==> images/pinout.png <==
Pins as bars across the die edge, other pins in gray.
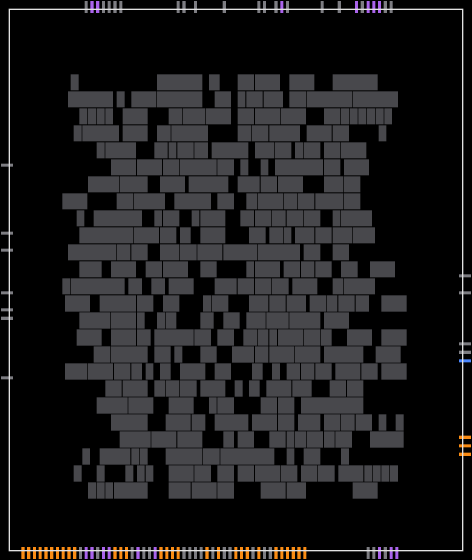
==> images/gates.png <==
Scale bar: 20 um.
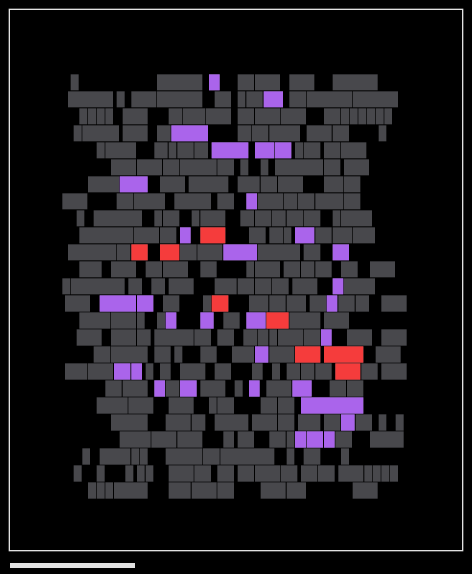
==> images/clock_nets.png <==
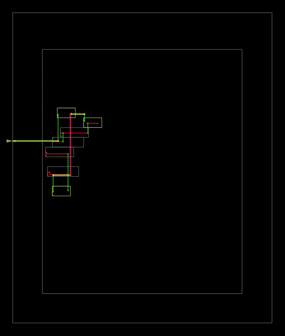
==> images/layers.png <==
Only two layers are drawn.
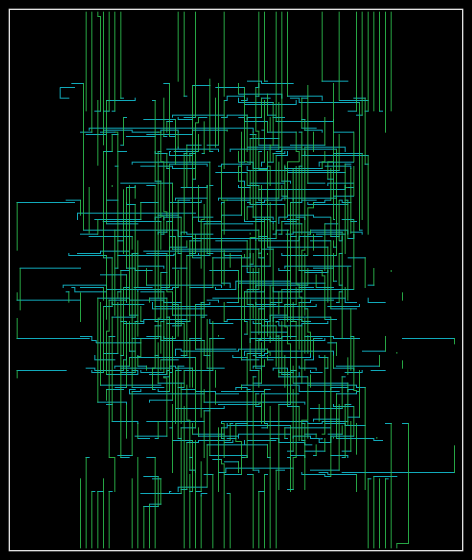
==> src/rtl/control_unit.sv <==
// Hardwired control unit: Moore sequencer (RESET, T0-T7, PAUSE, HALT) driving every
// datapath control input from the current step and the IR opcode.
module control_unit (
    input  logic        clk,
    input  logic        clr,
    input  logic        stop,
    input  logic [31:0] IR,
    input  logic        CON,
    output logic        run,
    output logic        Read,
    output logic        Write,
    output logic        IncPC,
    output logic        PC_enable,
    output logic        Z_enable,
    output logic        MDR_enable,
    output logic        MAR_enable,
    output logic        Y_enable,
    output logic        HI_enable,
    output logic        LO_enable,
    output logic        IR_enable,
    output logic        OutPort_enable,
    output logic        PCout,
    output logic        ZHighout,
    output logic        ZLowout,
    output logic        HIout,
    output logic        LOout,
    output logic        MDRout,
    output logic        InPortout,
    output logic        Cout,
    output logic        BAout,
    output logic        Gra,
    output logic        Grb,
    output logic        Grc,
    output logic        Rin,
    output logic        Rout,
    output logic        CONin,
    output logic [15:0] R0_15_in_enable_in,
    output logic [15:0] R0_15_out_enable_in
);

    typedef enum logic [3:0] {
        StReset, StT0, StT1, StT2, StT3, StT4, StT5, StT6, StT7, StPause, StHalt
    } state_e;

    localparam logic [4:0] OpLd   = 5'b00000, OpLdi  = 5'b00001, OpSt   = 5'b00010;
    localparam logic [4:0] OpAdd  = 5'b00011, OpSub  = 5'b00100, OpAnd  = 5'b00101;
    localparam logic [4:0] OpOr   = 5'b00110, OpRor  = 5'b00111, OpRol  = 5'b01000;
    localparam logic [4:0] OpShr  = 5'b01001, OpShra = 5'b01010, OpShl  = 5'b01011;
    localparam logic [4:0] OpAddi = 5'b01100, OpAndi = 5'b01101, OpOri  = 5'b01110;
    localparam logic [4:0] OpMul  = 5'b01111, OpDiv  = 5'b10000, OpNeg  = 5'b10001;
    localparam logic [4:0] OpNot  = 5'b10010, OpBr   = 5'b10011, OpJr   = 5'b10100;
    localparam logic [4:0] OpJal  = 5'b10101, OpIn   = 5'b10110, OpOut  = 5'b10111;
    localparam logic [4:0] OpMfhi = 5'b11000, OpMflo = 5'b11001, OpHalt = 5'b11011;

    state_e     r_state;
    logic [4:0] w_op;
    state_e     w_last;
    logic       w_alu, w_imm, w_mem, w_muldiv, w_negnot;

    assign w_op = IR[31:27];

    always_comb begin
        w_alu    = (w_op >= OpAdd) && (w_op <= OpShl);
        w_imm    = (w_op == OpAddi) || (w_op == OpAndi) || (w_op == OpOri) || (w_op == OpLdi);
        w_mem    = (w_op == OpLd) || (w_op == OpSt);
        w_muldiv = (w_op == OpMul) || (w_op == OpDiv);
        w_negnot = (w_op == OpNeg) || (w_op == OpNot);
        case (w_op)
            OpLd, OpSt:                            w_last = StT7;
            OpMul, OpDiv, OpBr:                    w_last = StT6;
            OpNeg, OpNot, OpJal:                   w_last = StT4;
            OpJr, OpIn, OpOut, OpMfhi, OpMflo:     w_last = StT3;
            default:                               w_last = (w_alu || w_imm) ? StT5 : StT2;
        endcase
    end

    always_ff @(posedge clk) begin
        if (clr) begin
            r_state <= StReset;
        end else begin
            case (r_state)
                StReset: r_state <= StT0;
                StT0:    r_state <= stop ? StPause : StT1;
                StT1:    r_state <= StT2;
                StT2:    r_state <= (w_op == OpHalt) ? StHalt :
                                    (w_last == StT2) ? StT0 : StT3;
                StT3:    r_state <= (w_last == StT3) ? StT0 : StT4;
                StT4:    r_state <= (w_last == StT4) ? StT0 : StT5;
                StT5:    r_state <= (w_last == StT5) ? StT0 : StT6;
                StT6:    r_state <= (w_last == StT6) ? StT0 : StT7;
                StT7:    r_state <= StT0;
                StPause: r_state <= stop ? StPause : StT0;
                StHalt:  r_state <= StHalt;
                default: r_state <= StReset;
            endcase
        end
    end

    assign R0_15_out_enable_in = '0;

    // Decoded combinationally: IR is only loaded on the edge leaving T2, so a registered
    // decode would see the previous instruction in T3.
    always_comb begin
        run = 1'b0;  Read = 1'b0;  Write = 1'b0;  IncPC = 1'b0;
        PC_enable = 1'b0;  Z_enable = 1'b0;  MDR_enable = 1'b0;  MAR_enable = 1'b0;
        Y_enable = 1'b0;  HI_enable = 1'b0;  LO_enable = 1'b0;  IR_enable = 1'b0;
        OutPort_enable = 1'b0;  PCout = 1'b0;  ZHighout = 1'b0;  ZLowout = 1'b0;
        HIout = 1'b0;  LOout = 1'b0;  MDRout = 1'b0;  InPortout = 1'b0;  Cout = 1'b0;
        BAout = 1'b0;  Gra = 1'b0;  Grb = 1'b0;  Grc = 1'b0;  Rin = 1'b0;  Rout = 1'b0;
        CONin = 1'b0;  R0_15_in_enable_in = '0;
        run = (r_state >= StT0) && (r_state <= StT7);
        case (r_state)
            StT0: if (!stop) begin
                PCout = 1'b1;  MAR_enable = 1'b1;  IncPC = 1'b1;  Z_enable = 1'b1;
            end
            StT1: begin
                ZLowout = 1'b1;  PC_enable = 1'b1;  Read = 1'b1;  MDR_enable = 1'b1;
            end
            StT2: begin
                MDRout = 1'b1;  IR_enable = 1'b1;
            end
            StT3: begin
                if (w_alu || w_imm || w_mem) begin
                    Grb = 1'b1;  Y_enable = 1'b1;
                    BAout = w_mem || (w_op == OpLdi);
                    Rout  = !BAout;
                end
                if (w_muldiv) begin Gra = 1'b1;  Rout = 1'b1;  Y_enable = 1'b1; end
                if (w_negnot) begin Grb = 1'b1;  Rout = 1'b1;  Z_enable = 1'b1; end
                case (w_op)
                    OpBr:   begin Gra = 1'b1;  Rout = 1'b1;  CONin = 1'b1;  end
                    OpJr:   begin Gra = 1'b1;  Rout = 1'b1;  PC_enable = 1'b1;  end
                    OpJal:  begin PCout = 1'b1;  R0_15_in_enable_in[15] = 1'b1;  end
                    OpIn:   begin InPortout = 1'b1;  Gra = 1'b1;  Rin = 1'b1;  end
                    OpOut:  begin Gra = 1'b1;  Rout = 1'b1;  OutPort_enable = 1'b1;  end
                    OpMfhi: begin HIout = 1'b1;  Gra = 1'b1;  Rin = 1'b1;  end
                    OpMflo: begin LOout = 1'b1;  Gra = 1'b1;  Rin = 1'b1;  end
                    default: ;
                endcase
            end
            StT4: begin
                if (w_alu)            begin Grc = 1'b1;  Rout = 1'b1;  Z_enable = 1'b1;  end
                if (w_imm || w_mem)   begin Cout = 1'b1;  Z_enable = 1'b1;  end
                if (w_muldiv)         begin Grb = 1'b1;  Rout = 1'b1;  Z_enable = 1'b1;  end
                if (w_negnot)         begin ZLowout = 1'b1;  Gra = 1'b1;  Rin = 1'b1;  end
                if (w_op == OpBr)     begin PCout = 1'b1;  Y_enable = 1'b1;  end
                if (w_op == OpJal)    begin Gra = 1'b1;  Rout = 1'b1;  PC_enable = 1'b1;  end
            end
            StT5: begin
                if (w_alu || w_imm)   begin ZLowout = 1'b1;  Gra = 1'b1;  Rin = 1'b1;  end
                if (w_mem)            begin ZLowout = 1'b1;  MAR_enable = 1'b1;  end
                if (w_muldiv)         begin ZLowout = 1'b1;  LO_enable = 1'b1;  end
                if (w_op == OpBr)     begin Cout = 1'b1;  Z_enable = 1'b1;  end
            end
            StT6: begin
                if (w_op == OpLd)     begin Read = 1'b1;  MDR_enable = 1'b1;  end
                if (w_op == OpSt)     begin Gra = 1'b1;  Rout = 1'b1;  MDR_enable = 1'b1;  end
                if (w_muldiv)         begin ZHighout = 1'b1;  HI_enable = 1'b1;  end
                // Taken-branch PC load is the one input-dependent term in the step.
                if (w_op == OpBr)     begin ZLowout = 1'b1;  PC_enable = CON;  end
            end
            StT7: begin
                if (w_op == OpLd)     begin MDRout = 1'b1;  Gra = 1'b1;  Rin = 1'b1;  end
                if (w_op == OpSt)     Write = 1'b1;
            end
            default: ;
        endcase
    end

endmodule

==> config.mk <==
export PLATFORM = sky130hd
export DESIGN_NAME = control_unit
export DESIGN_NICKNAME = d
export VERILOG_FILES = /design/src/rtl/control_unit.sv
export SDC_FILE = /design/constraint.sdc
export NUM_CORES = 1
export LEC_CHECK = 0
export CORE_ASPECT_RATIO = 1.25
export CORE_MARGIN = 8
export CORE_UTILIZATION = 32
export CTS_BUF_LIST = sky130_fd_sc_hd__clkbuf_8
export DETAILED_ROUTE_END_ITERATION = 16
export MAX_ROUTING_LAYER = met4
export PLACE_DENSITY_LB_ADDON = 0.05
export REMOVE_ABC_BUFFERS = 1
export SLEW_MARGIN = 20
export SYNTH_ARGS = -nofsm -noshare
export SYNTH_HDL_FRONTEND = slang
export SYNTH_SLANG_ARGS = --single-unit
==> constraint.sdc <==
create_clock -name clk -period 1.4 [get_ports clk]
set_input_delay 0.21 -clock clk [delete_from_list [all_inputs] [get_ports clk]]
set_output_delay 0.21 -clock clk [all_outputs]
set_load 0.03 [all_outputs]
==> flow_summary.yaml <==
# physical design summary
timing:
  setup_viol: 33
  drv_slew: 0
  setup_ws_ns: -0.465
  fin_crit_sh: 1.33
  timing.fmax_ghz: 0.536
  hold_viol_final: 0
  hold_ws_ns: 0.646
  rsz0062_at_grt: "yes"
logic_synthesis:
  async_flop_share: 0
  syn_avg_cell_area_um2: 6.71
  synth_cells: 189
  ys_types: 49
  ys.flop_type: "dfxtp_1"
  yosysChipArea_um2: 1270
  yosysCellCount: 189
  yosys_warnings: 0
  ys_seq_share: 0.0632
routing:
  wirelength_met1_um: 2020
  drtIter0Drc: 104
  vias: 1664
  dr_wl_met2_um: 3270
  dr_wl_met3_um: 198
  drt_drc_violations_left: 0
  wl_per_cell_um: 15.8
critical_path:
  rr_startpoint: "r_state[0]"
  critPathMaxStageDelay_ns: 0.42
  crit_fanout: 9
  path_class: "flip-flop to primary output"
  crit-reg2reg-capture: "r_state[3]"
  critPathBufInv: 3
  critical-path-top-cell-by-count: "buf_6"
  crit_required_ns: 1.19
  r2r_cells: 7
  reg2reg_slack_ns: -0.20
  crit_family: "buffers and inverters"
  cp_data_arrival_time_ns: 1.66
  critPathCaptureType: "primary output"
cts:
  clk_latency_ns: 0.22
  h-tree-depth: 1
  clk_pin_slew_worst_paths_ns: 0.03
  clock-sinks: 4
  cts-root-buf: "clkbuf_8"
  clock_path_buffers: 2
  cts_inserted_buffers: 3
global_route:
  grt_pass1_wl_um: 8460
  top_usage_layer: "met2"
  use_met2: 0.323
  grt_pass1_vias: 1699
  overflow: 0
  antenna_found_initial: 0
run:
  drv_cap: 0
  warning_count: 54
die:
  initial_core_util: 0.335
  die_h_um: 86.4
  coreArea_um2: 3780
  rows: 25
  ioPinCount: 96
  dieWidth_um: 72.3
power_and_ir_drop:
  powerDensity_nw_per_um2: 599
  ir_drop_mv: 0.581
layout:
  largest_register_ff_count: 4
  drive_gt1_frac: 0.660
  nets: 335
  syn_to_final_growth_pct: 112
  diodes: 0
  top_regs: "r_state x4"
  top_register: "r_state"
  fin_area_um2: 2690
status:
  violations: "setup timing"
  outcome: "finished with violations"
worst_hold_path:
  min_to: "r_state[0]"
  min_path_type: "input port to flip-flop"
place:
  hpwl_um: 4230
  port_buffers: 37
Notes on pinout.png above:
| port | color | pins | direction | edge |
|---|---|---|---|---|
| `IR` | orange | 32 | input | 29 bottom, 3 right |
| `R0_15_in_enable_in` | purple | 16 | output | 9 bottom, 7 top |
| `Grc` | blue | 1 | output | right |
all pins by edge: 56 bottom, 25 top, 8 right, 7 left

Notes on gates.png above:
| family | color | cells |
|---|---|---|
| aoi and oai cells | purple | 32 |
| non-inverting ao/oa cells | red | 8 |

Notes on clock_nets.png above:
clock buf count: 3
final setup skew: 0.00160 ns
flip-flops: 4

Notes on layers.png above:
| layer | color | wire length |
|---|---|---|
| M2 | green | 3270 um |
| M1 | cyan | 2020 um |

## worst max-delay path by stage
stage               cells after the start  slack (ns)  startpoint         to
finish                                  6       -0.47  r_state[0]        Gra
detailed placement                      9       -0.79      IR[29]        Gra
CTS                                     6       -0.46  r_state[3]  PC_enable
global placement                        8       -0.79      IR[30]        Gra
global route                            5       -0.51  r_state[1]      BAout
floorplan                               4       -0.86  r_state[0]       Rout
## layout by cell type (no fill, tap or decap), drive strengths merged, types with 2 or more instances in the layout
| master | Yosys | routed |
|---|---|---|
| a21oi | 9 | 9 |
| nor3 | 7 | 7 |
| nor2b | 4 | 4 |
| clkbuf | 0 | 4 |
| inv | 7 | 7 |
| nand4 | 3 | 3 |
| nand3 | 9 | 9 |
| o22ai | 2 | 2 |
| nand2 | 16 | 16 |
| and2 | 4 | 4 |
| buf | 46 | 117 |
| nor3b | 4 | 4 |
| a2111o | 2 | 2 |
| conb | 1 | 31 |
| xnor2 | 2 | 2 |
| clkdlybuf4s50 | 0 | 3 |
| nand2b | 6 | 6 |
| or3 | 3 | 3 |
| nor4b | 3 | 3 |
| o21ai | 9 | 9 |
| o211ai | 3 | 3 |
| and3 | 3 | 3 |
| dfxtp | 4 | 4 |
| nor2 | 24 | 24 |
## metrics by stage
stage	TNS (ns)	instances	worst slack (ns)	util	total power, mW
2_1_floorplan	-8.26	173	-0.859	-	0.591
3_3_place_gp	-18.45	330	-0.794	0.520	1.02
3_5_place_dp	-18.72	330	-0.790	0.520	1.02
4_1_cts	-9.00	350	-0.461	0.659	1.47
5_1_grt	-9.92	351	-0.510	0.710	1.68
6_report	-8.41	351	-0.465	0.710	1.61
## worst register-to-register path: stages, from the launching register on
cell and delay (ns):
dfxtp_4 0.42, buf_4 0.15, nand2_4 0.05, or3_4 0.36, buf_6 0.14, nor3b_4 0.24, a211oi_2 0.06, nor2b_1 0.11
## cell type report
type	count	area (um2)
fill	306	1100
clock buffer	3	41.3
inverter	7	26.3
multi-input combinational	162	1310
tap	54	67.6
timing repair buffer	121	1160
sequential	4	90.1
## cell usage after synthesis, types with 3 or more instances
master    number  area (um2)
and3_1         3        18.8
o21ai_0        7        35.0
buf_6          3        33.8
nor3_1         5        25.0
nand3_1        9        45.0
dfxtp_1        4        80.1
o211ai_1       3        22.5
nor2b_1        4        25.0
and2_1         4        25.0
buf_2          4        20.0
nand2b_1       4        25.0
nor3b_1        3        22.5
nand2_1       15        56.3
buf_4         39         293
nand4_1        3        18.8
nor2_1        22        82.6
a21oi_1        9        45.0
inv_1          7        26.3
nor4b_1        3        26.3
## power by group
| group | switching (mW) | internal [mW] | total [mW] |
|---|---|---|---|
| clock network | 0.0630 | 0.184 | 0.247 |
| registers | 0.0385 | 0.136 | 0.175 |
| logic | 0.652 | 0.536 | 1.19 |
## kinds of logic after synthesis
family	count (synthesis)	synth area share
flip-flops	4	0.0632
buffers and inverters	53	0.294
XOR/XNOR	3	0.0207
AND/OR/NAND/NOR	88	0.399
other	1	0.00296
AND-OR/OR-AND	40	0.220
## timing repair
action / 4_1_cts / 5_1_grt
hold buffers: 0 / 0
endpoints found under the setup margin: 33 / 33
gates resized: 118 / 43
gates cloned: 1 / 0
setup buffers: 16 / 3
pin swaps: 19 / 18
Power and IR drop assume default switching activity.
